Figure 1. Cells colored by class.
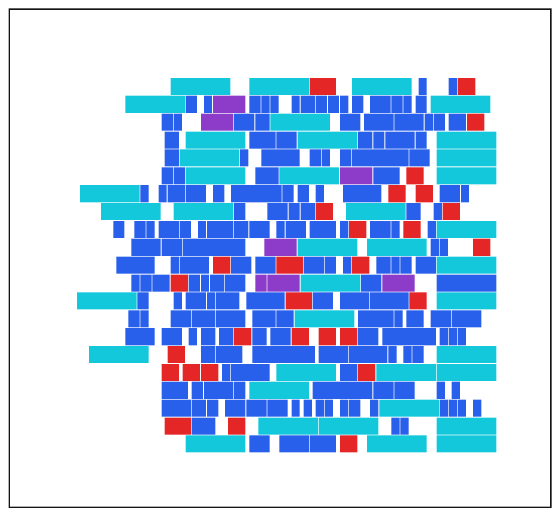
Figure 2. Clock distribution.
The bar under the picture is 20 µm long.
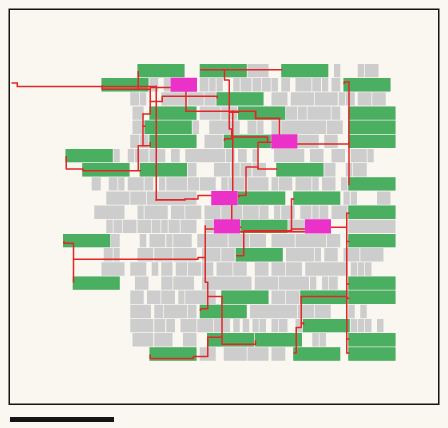
Figure 3. Clock wiring as the flow saved it.
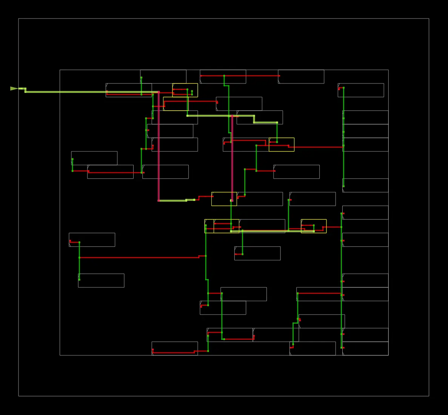
Figure 4. Power grid.
The bar under the picture is 20 µm long. Pins as bars on the die edge. Tap cells in gray.
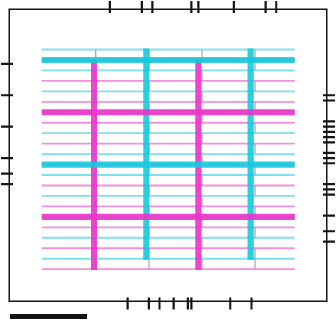
Figure 5. Wiring by layer.
The bar under the picture is 20 µm long. Two of the layers only.
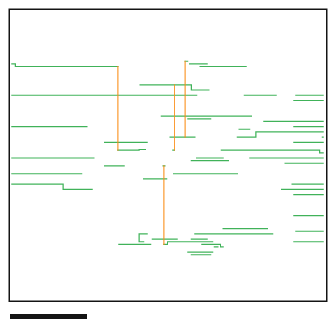
==> src/rtl/sumsq_accumulator.sv <==
// Frame accumulator for squared 5-bit samples.
// Sums N_SAMPLES accepted squares and holds the result until consumed.
module sumsq_accumulator #(
  parameter int N_SAMPLES = 8
) (
  input  logic        clk,
  input  logic        rst,
  input  logic [9:0]  sq_in,
  input  logic        sq_valid,
  output logic        sq_ready,
  output logic [14:0] sum_out,
  output logic        sum_valid,
  input  logic        sum_ready,
  output logic [5:0]  sample_cnt,
  output logic        range_err
);

  localparam logic [5:0] LAST = 6'(N_SAMPLES);
  localparam logic [9:0] MAX_SQ = 10'd961;

  typedef enum logic {
    ACC,
    HOLD
  } state_t;

  state_t state, state_nxt;

  logic        accept;
  logic        last_accept;
  logic        handshake;
  logic [14:0] acc;
  logic [14:0] acc_sum;
  logic [5:0]  cnt_inc;

  always_ff @(posedge clk or posedge rst) begin
    if (rst) state <= ACC;
    else     state <= state_nxt;
  end

  always_comb begin
    state_nxt   = state;
    sq_ready    = (state == ACC);
    accept      = sq_ready & sq_valid;
    acc_sum     = acc + {5'd0, sq_in};
    cnt_inc     = sample_cnt + 6'd1;
    last_accept = accept & (cnt_inc == LAST);
    handshake   = (state == HOLD) & sum_ready;
    unique case (state)
      ACC:  if (last_accept) state_nxt = HOLD;
      HOLD: if (sum_ready)   state_nxt = ACC;
    endcase
  end

  // Accumulator is cleared only by the handshake, so HOLD keeps the count stable.
  always_ff @(posedge clk or posedge rst) begin
    if (rst) begin
      acc        <= '0;
      sample_cnt <= '0;
      sum_out    <= '0;
      sum_valid  <= 1'b0;
      range_err  <= 1'b0;
    end else begin
      if (accept) begin
        acc        <= acc_sum;
        sample_cnt <= cnt_inc;
        if (sq_in > MAX_SQ) range_err <= 1'b1;
        if (last_accept) begin
          sum_out   <= acc_sum;
          sum_valid <= 1'b1;
        end
      end
      if (handshake) begin
        acc        <= '0;
        sample_cnt <= '0;
        sum_valid  <= 1'b0;
      end
    end
  end

endmodule

==> config.mk <==
export PLATFORM = sky130hd
export DESIGN_NAME = sumsq_accumulator
export DESIGN_NICKNAME = d
export VERILOG_FILES = /design/src/rtl/sumsq_accumulator.sv
export SDC_FILE = /design/constraint.sdc
export NUM_CORES = 1
export LEC_CHECK = 0
export CAP_MARGIN = 15
export CORE_ASPECT_RATIO = 0.9
export CORE_MARGIN = 8
export CORE_UTILIZATION = 57
export DETAILED_ROUTE_END_ITERATION = 12
export DONT_BUFFER_PORTS = 1
export HOLD_SLACK_MARGIN = 0.03
export PLACE_DENSITY = 0.8
export SYNTH_ARGS = -nofsm -noshare
export SYNTH_HDL_FRONTEND = slang
export SYNTH_SLANG_ARGS = --single-unit
==> constraint.sdc <==
create_clock -name clk -period 2.03 [get_ports clk]
set_clock_uncertainty 0.05 [all_clocks]
set_input_delay 0.609 -clock clk [delete_from_list [all_inputs] [get_ports clk]]
set_output_delay 0.609 -clock clk [all_outputs]
set_load 0.005 [all_outputs]
==> CHANGELOG.md <==
## Flow update

* CP startpoint: acc[0]
* Share of cells above drive strength 1 at a little under a third
* Chip Area, Yosys at approximately 2200 µm²
* I/O pins at 38
* Crit path launch type: flip-flop
* GRT Overall Usage at ~18%
* Final setup violation count at 6
* Switching pwr at around 0.0017 W
* CP Max Fanout at 3
* Worst Hold Slack at between 0.2 and 0.3 ns
* Yosys Instances at around 240
* Die footprint at 6210 µm²
* Status: finished with violations
* CTS Buffer Depth at 2
* Complex Gates by Area at a little over a fifth
* Asr flop ratio synth at 100%
* Sw Share at roughly two fifths
* Number of max-cap violations at 0
* Critical register-to-register path endpoint: sum_out[8]
* TritonRoute pass-1 iters at 4
* Failing checks: negative setup slack
* Antenna Cells at 0
* Synthesized area at 2250 µm²
* Nets@finish at about 280
* Post-synth EDFFs at 0
* Via density at 6.14
* Fp util at 59.8%
* Core area at approximately 3800 µm²
* Flop-to-flop setup slack at -0.09 ns
* Total power draw at between 0.004 and 0.005 W
* XOR/XNOR Area Share at slightly below 6%
* Final setup margin at -0.0854 ns
* Antenna-violating nets left at 0
* CTS tree: yes
* Layout non-clock buf frac at roughly 8.5%
* # rows at 21
* Inverters excl. clock at 6
* Seq. pwr at between 0.001 and 0.0015 W
* Root Driver: clkbuf_8
* Setup crit end kind: flip-flop
* Area leader, netlist: dfrtp_1
* Final period util at 104%
About Figure 1:
legend:
  combinational and other logic:
    color: blue
    cells: 182
  remaining buffers and delay cells:
    color: red
    cells: 29
  sequential cells:
    color: cyan
    cells: 39
  clock drivers and dummy loads:
    color: purple
    cells: 7

About Figure 2:
legend:
  clock wires:
    color: red
    length: 499 µm
  clock drivers:
    color: magenta
    count: 5
  flip-flops:
    color: green
    count: 39
routed clock nets: 6

About Figure 3:
CTS buffer count: 5
count of flip-flops and latches: 39
clock buf count: 6
CTS Sinks: 39

About Figure 4:
legend:
  VSS:
    color: magenta
  VDD:
    color: cyan
met1 rails: 22
signal pins: 38
met4 straps: 4
rows: 21
tap cells: 46

About Figure 5:
legend:
  metal 4:
    color: orange
    wire_length: 78.9 µm
  metal 3:
    color: green
    wire_length: 566 µm

Power is estimated from default activity; no workload was simulated.
